==> src/rtl/ysyx_23060184_ifu_prefetch_pkg.sv <==
// Shared widths, response codes and FSM encodings for the prefetching fetch unit.
package ysyx_23060184_ifu_prefetch_pkg;
  localparam int unsigned IFU_ADDR_W  = 32;
  localparam int unsigned IFU_DATA_W  = 32;
  localparam int unsigned IFU_ACERR_W = 2;
  localparam logic [IFU_ADDR_W-1:0] IFU_RESET_PC = 32'h8000_0000;

  localparam logic [IFU_ACERR_W-1:0] RESP_OKAY = '0;

  localparam logic [1:0] ST_IDLE  = 2'd0;
  localparam logic [1:0] ST_AR    = 2'd1;
  localparam logic [1:0] ST_R     = 2'd2;
  localparam logic [1:0] ST_DRAIN = 2'd3;
endpackage

==> src/rtl/ysyx_23060184_ifu_prefetch_if.sv <==
// Arbiter request/grant plus AXI4-lite read channels between the fetch unit and the bus.
interface ysyx_23060184_ifu_prefetch_if
  import ysyx_23060184_ifu_prefetch_pkg::*;
#(
  parameter int unsigned ADDR_W  = IFU_ADDR_W,
  parameter int unsigned DATA_W  = IFU_DATA_W,
  parameter int unsigned ACERR_W = IFU_ACERR_W
) ();
  logic               req;
  logic               grant;
  logic [ADDR_W-1:0]  araddr;
  logic               arvalid;
  logic               arready;
  logic [DATA_W-1:0]  rdata;
  logic [ACERR_W-1:0] rresp;
  logic               rvalid;
  logic               rready;

  modport master (
    output req, araddr, arvalid, rready,
    input  grant, arready, rdata, rresp, rvalid
  );

  modport slave (
    input  req, araddr, arvalid, rready,
    output grant, arready, rdata, rresp, rvalid
  );
endinterface

==> src/rtl/ysyx_23060184_sync_fifo.sv <==
// Synchronous FIFO with registered head output and single-cycle flush.
module ysyx_23060184_sync_fifo #(
  parameter int unsigned WIDTH = 8,
  parameter int unsigned DEPTH = 4
) (
  input  logic                     clk,
  input  logic                     resetn,
  input  logic                     push,
  input  logic                     pop,
  input  logic                     flush,
  input  logic [WIDTH-1:0]         din,
  output logic                     full,
  output logic                     empty,
  output logic [$clog2(DEPTH):0]   count,
  output logic [WIDTH-1:0]         head
);
  localparam int unsigned PTR_W = $clog2(DEPTH);

  logic [WIDTH-1:0] mem [DEPTH];
  logic [PTR_W-1:0] rd_ptr;
  logic [PTR_W-1:0] wr_ptr;
  logic             do_push;
  logic             do_pop;

  assign full    = (count == (PTR_W+1)'(DEPTH));
  assign empty   = (count == '0);
  assign head    = mem[rd_ptr];
  assign do_push = push && !full;
  assign do_pop  = pop && !empty;

  always_ff @(posedge clk) begin
    if (!resetn) begin
      rd_ptr <= '0;
      wr_ptr <= '0;
      count  <= '0;
      for (int unsigned i = 0; i < DEPTH; i++) mem[i] <= '0;
    end else if (flush) begin
      rd_ptr <= '0;
      wr_ptr <= '0;
      count  <= '0;
    end else begin
      if (do_push) begin
        mem[wr_ptr] <= din;
        wr_ptr      <= wr_ptr + 1'b1;
      end
      if (do_pop) rd_ptr <= rd_ptr + 1'b1;
      case ({do_push, do_pop})
        2'b10:   count <= count + 1'b1;
        2'b01:   count <= count - 1'b1;
        default: count <= count;
      endcase
    end
  end
endmodule

==> src/rtl/ysyx_23060184_ifu_prefetch.sv <==
// Sequential instruction fetch with one AXI4-lite read in flight, redirect/drain and a prefetch queue.
module ysyx_23060184_ifu_prefetch
  import ysyx_23060184_ifu_prefetch_pkg::*;
#(
  parameter int unsigned         ADDR_W   = IFU_ADDR_W,
  parameter int unsigned         DATA_W   = IFU_DATA_W,
  parameter int unsigned         DEPTH    = 4,
  parameter int unsigned         ACERR_W  = IFU_ACERR_W,
  parameter logic [ADDR_W-1:0]   RESET_PC = IFU_RESET_PC
) (
  input  logic                      clk,
  input  logic                      resetn,
  ysyx_23060184_ifu_prefetch_if.master bus,
  input  logic                      flush_i,
  input  logic [ADDR_W-1:0]         flush_pc_i,
  output logic                      inst_valid_o,
  input  logic                      inst_ready_i,
  output logic [DATA_W-1:0]         inst_o,
  output logic [ADDR_W-1:0]         pc_o,
  output logic                      err_o
);
  localparam int unsigned       ENTRY_W = ADDR_W + DATA_W + 1;
  localparam int unsigned       CNT_W   = $clog2(DEPTH) + 1;
  localparam logic [ADDR_W-1:0] PC_STEP = ADDR_W'(DATA_W / 8);

  logic [1:0]         state;
  logic [ADDR_W-1:0]  fetch_pc;
  logic [ADDR_W-1:0]  ar_addr;
  logic               halted;
  logic               drain;
  logic [CNT_W-1:0]   count;
  logic               full;
  logic               empty;
  logic [ENTRY_W-1:0] head;
  logic               rsp_err;
  logic               push;
  logic               pop;
  logic               can_fetch;

  // Fetches are serialized and only issued from IDLE, so nothing is in flight here.
  assign can_fetch = resetn && !flush_i && !halted && (count < CNT_W'(DEPTH));
  assign rsp_err   = (bus.rresp != RESP_OKAY);
  assign push      = (state == ST_R) && bus.rvalid && !flush_i && !full;
  assign pop       = inst_valid_o && inst_ready_i && !flush_i;

  assign bus.req     = (state == ST_IDLE) ? can_fetch : 1'b1;
  assign bus.arvalid = (state == ST_AR);
  assign bus.araddr  = (state == ST_IDLE) ? fetch_pc : ar_addr;
  assign bus.rready  = (state == ST_R) || (state == ST_DRAIN);

  assign inst_valid_o = !empty;
  assign {pc_o, inst_o, err_o} = head;

  always_ff @(posedge clk) begin
    if (!resetn) begin
      state    <= ST_IDLE;
      fetch_pc <= RESET_PC;
      ar_addr  <= RESET_PC;
      halted   <= 1'b0;
      drain    <= 1'b0;
    end else begin
      if (flush_i) begin
        fetch_pc <= flush_pc_i;
        halted   <= 1'b0;
      end else if (push) begin
        fetch_pc <= fetch_pc + PC_STEP;
        if (rsp_err) halted <= 1'b1;
      end

      case (state)
        ST_IDLE: if (can_fetch && bus.grant) begin
          state   <= ST_AR;
          ar_addr <= fetch_pc;
          drain   <= 1'b0;
        end
        // ar_addr is frozen so a redirect cannot disturb the pending address.
        ST_AR: begin
          if (flush_i) drain <= 1'b1;
          if (bus.arready) state <= (drain || flush_i) ? ST_DRAIN : ST_R;
        end
        // A redirect before the data arrives turns the rest of the read into a drain.
        ST_R: begin
          if (bus.rvalid)   state <= ST_IDLE;
          else if (flush_i) state <= ST_DRAIN;
        end
        ST_DRAIN: if (bus.rvalid) state <= ST_IDLE;
        default:  state <= ST_IDLE;
      endcase
    end
  end

  ysyx_23060184_sync_fifo #(
    .WIDTH (ENTRY_W),
    .DEPTH (DEPTH)
  ) u_queue (
    .clk    (clk),
    .resetn (resetn),
    .push   (push),
    .pop    (pop),
    .flush  (flush_i),
    .din    ({fetch_pc, bus.rdata, rsp_err}),
    .full   (full),
    .empty  (empty),
    .count  (count),
    .head   (head)
  );
endmodule

==> src/flat_wrapper.sv <==
// flat-port wrapper written by rule: the top's interface ports become plain ports
module ysyx_23060184_ifu_prefetch_flat import ysyx_23060184_ifu_prefetch_pkg::*;
#(
  parameter int unsigned         ADDR_W   = IFU_ADDR_W,
  parameter int unsigned         DATA_W   = IFU_DATA_W,
  parameter int unsigned         DEPTH    = 4,
  parameter int unsigned         ACERR_W  = IFU_ACERR_W,
  parameter logic [ADDR_W-1:0]   RESET_PC = IFU_RESET_PC
)
  (clk, resetn, flush_i, flush_pc_i, inst_valid_o, inst_ready_i, inst_o, pc_o, err_o, bus_req, bus_araddr, bus_arvalid, bus_rready, bus_grant, bus_arready, bus_rdata, bus_rresp, bus_rvalid);
  ysyx_23060184_ifu_prefetch_if #(.ADDR_W(ADDR_W), .DATA_W(DATA_W), .ACERR_W(ACERR_W)) bus_i ();
  input  logic clk;
  input  logic resetn;
  input  logic flush_i;
  input  logic [ADDR_W-1:0] flush_pc_i;
  output logic inst_valid_o;
  input  logic inst_ready_i;
  output logic [DATA_W-1:0] inst_o;
  output logic [ADDR_W-1:0] pc_o;
  output logic err_o;
  output wire logic [$bits(bus_i.req)-1:0] bus_req;
  output wire logic [$bits(bus_i.araddr)-1:0] bus_araddr;
  output wire logic [$bits(bus_i.arvalid)-1:0] bus_arvalid;
  output wire logic [$bits(bus_i.rready)-1:0] bus_rready;
  input wire logic [$bits(bus_i.grant)-1:0] bus_grant;
  input wire logic [$bits(bus_i.arready)-1:0] bus_arready;
  input wire logic [$bits(bus_i.rdata)-1:0] bus_rdata;
  input wire logic [$bits(bus_i.rresp)-1:0] bus_rresp;
  input wire logic [$bits(bus_i.rvalid)-1:0] bus_rvalid;
  assign bus_req = bus_i.req;
  assign bus_araddr = bus_i.araddr;
  assign bus_arvalid = bus_i.arvalid;
  assign bus_rready = bus_i.rready;
  assign bus_i.grant = bus_grant;
  assign bus_i.arready = bus_arready;
  assign bus_i.rdata = bus_rdata;
  assign bus_i.rresp = bus_rresp;
  assign bus_i.rvalid = bus_rvalid;
  ysyx_23060184_ifu_prefetch #(.ADDR_W(ADDR_W), .DATA_W(DATA_W), .DEPTH(DEPTH), .ACERR_W(ACERR_W), .RESET_PC(RESET_PC)) u_core (.clk(clk), .resetn(resetn), .bus(bus_i), .flush_i(flush_i), .flush_pc_i(flush_pc_i), .inst_valid_o(inst_valid_o), .inst_ready_i(inst_ready_i), .inst_o(inst_o), .pc_o(pc_o), .err_o(err_o));
endmodule
==> config.mk <==
export PLATFORM = sky130hd
export DESIGN_NAME = ysyx_23060184_ifu_prefetch_flat
export DESIGN_NICKNAME = d
export VERILOG_FILES = /design/src/rtl/ysyx_23060184_ifu_prefetch_pkg.sv /design/src/rtl/ysyx_23060184_ifu_prefetch_if.sv /design/src/rtl/ysyx_23060184_sync_fifo.sv /design/src/rtl/ysyx_23060184_ifu_prefetch.sv /design/src/flat_wrapper.sv
export SDC_FILE = /design/constraint.sdc
export NUM_CORES = 1
export LEC_CHECK = 0
export CAP_MARGIN = 20
export CORE_MARGIN = 10
export CORE_UTILIZATION = 63
export CTS_BUF_LIST = sky130_fd_sc_hd__clkbuf_8
export DETAILED_ROUTE_END_ITERATION = 8
export PLACE_DENSITY = 0.95
export SLEW_MARGIN = 20
export SYNTH_ARGS = -nofsm -noshare
export SYNTH_HDL_FRONTEND = slang
export SYNTH_SLANG_ARGS = --single-unit
export TNS_END_PERCENT = 5
==> constraint.sdc <==
create_clock -name clk -period 7.7 [get_ports clk]
set_input_delay 2.31 -clock clk [delete_from_list [all_inputs] [get_ports clk]]
set_output_delay 2.31 -clock clk [all_outputs]
set_load 0.01 [all_outputs]
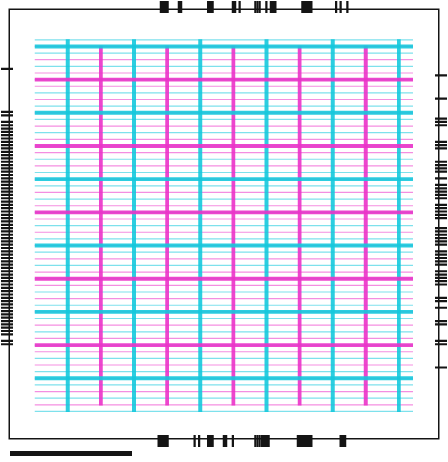
power_grid.png
Bar = 50 um. Pins as bars on the die edge.
- VSS: cyan
- VDD: magenta
- met5 straps: 11
- met4 straps: 11
Die X: 175 um
core area: 23600 um^2

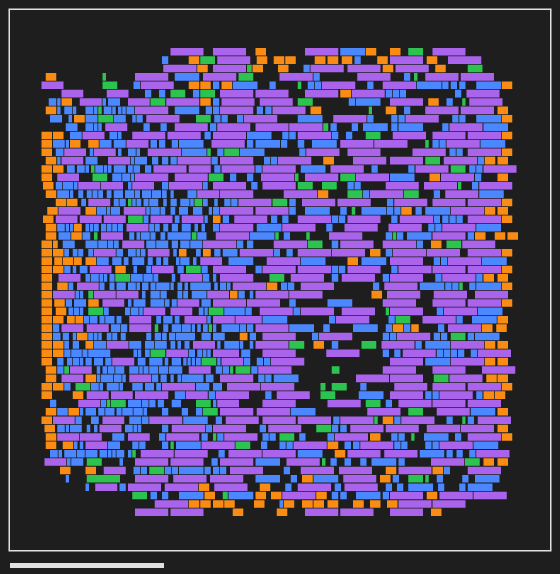
placement_by_type.png
Bar = 50 um.
- combinational and other logic: blue (cells 690; share of their area 31%)
- other buffers and delay cells: orange (cells 185; share of their area 10%)
- clock drivers and dummy loads: green (cells 96; share of their area 5.4%)
- flops: purple (cells 337; share of their area 53%)
Seq area share: 0.519
std cell rows: 56

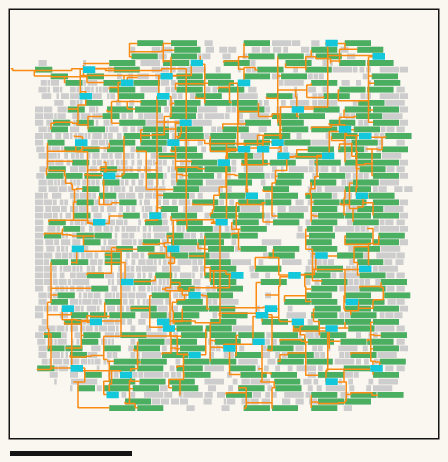
clk_routes.png
Bar = 50 um.
- flip-flops: green (count 337)
- clock drivers: cyan (count 52)
- clock wires: orange (length 3920 um)
- flops lie: spread over the die
Latency at later pin: 0.58 ns
Max Clock Skew: 0.0392 ns
Clk power: 0.00137 W
part of the power in the clock network: 0.368

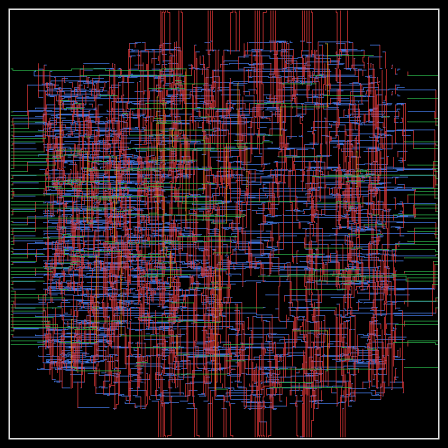
wires.png
- metal 2: red (wire length 17300 um)
- metal 4: orange (wire length 624 um)
- metal 3: green (wire length 3110 um)
- metal 1: blue (wire length 13600 um)
final wirelength: 34.7 mm
WL/cell: 21.3 um

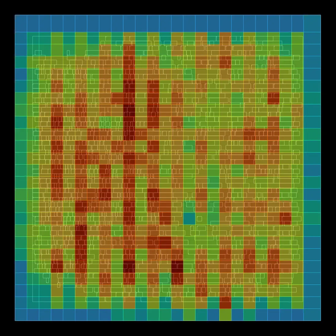
congestion.png
grt met1 use: 0.287
All-Layer GR Usage: 0.226
M2 GR Usage: 0.374

==> CHANGELOG.md <==
## Implementation

* Sequential Area at 9360 um^2
* Layout inverter count without the clock tree at 8
* Slowest-stage cell, CP: clkdlybuf4s50_1
* Setup Fix Bufs, Post-CTS at 0
* Outcome: finished clean
* Clock-cell share at 0.0529
* DRC errors left at 0
* Max-cap violations at 0
* Reg clk slew, reported paths at 0.06 ns
* Worst-path cell chain: clkdlybuf4s50_1, nand2b_1, buf_4, nor3_1, nand2b_1, clkdlybuf4s50_1
* Setup-failing EPs final at 0
* Biggest regs: u_core.u_queue.mem: 260 flops, u_core.ar_addr: 32 flops, u_core.fetch_pc: 32 flops
* Layout clock buffers at 55
* Area added between synthesis and finish at 18.4%
* ANT nets after route at 0
* Dominant logic cell type in the layout: edfxtp_1
* Mapped Area at 15200 um^2
* Port Buffers at 173
* Worst path max stage delay at 0.54 ns
* Internal at 0.00286 W
* Vias per inst at 5.84
* Dominant synthesized flop cell: edfxtp_1
* Nets at 1342
* Buffers, non-clock at 185
* Yosys aoi share at 0.0382
* Die Area at 30800 um^2
## metal layers
metal | vias up | GRT usage
li1 | 4313 | -
met1 | 4695 | 0.287
met2 | 432 | 0.374
met3 | 56 | 0.0648
met4 | 0 | 0.0632
met5 | - | 0
## power groups by stage
| stage | Sequential, W | Clock [W] | Combinational [W] |
|---|---|---|---|
| after floorplan | 0.00207 | 0 | 0.000158 |
| after global placement | 0.00210 | 0 | 0.000279 |
| after detailed placement | 0.00210 | 0 | 0.000282 |
| after CTS | 0.00207 | 0.00139 | 0.000285 |
| after global routing | 0.00207 | 0.00147 | 0.000304 |
| final | 0.00207 | 0.00137 | 0.000283 |
## worst max-delay path, delay by kind of cell
family | cells | cell delay [ns]
buffers and inverters | 3 | 1.14
AND/OR/NAND/NOR | 3 | 0.65
No activity file was given, so power comes from the tool's default toggle rates.
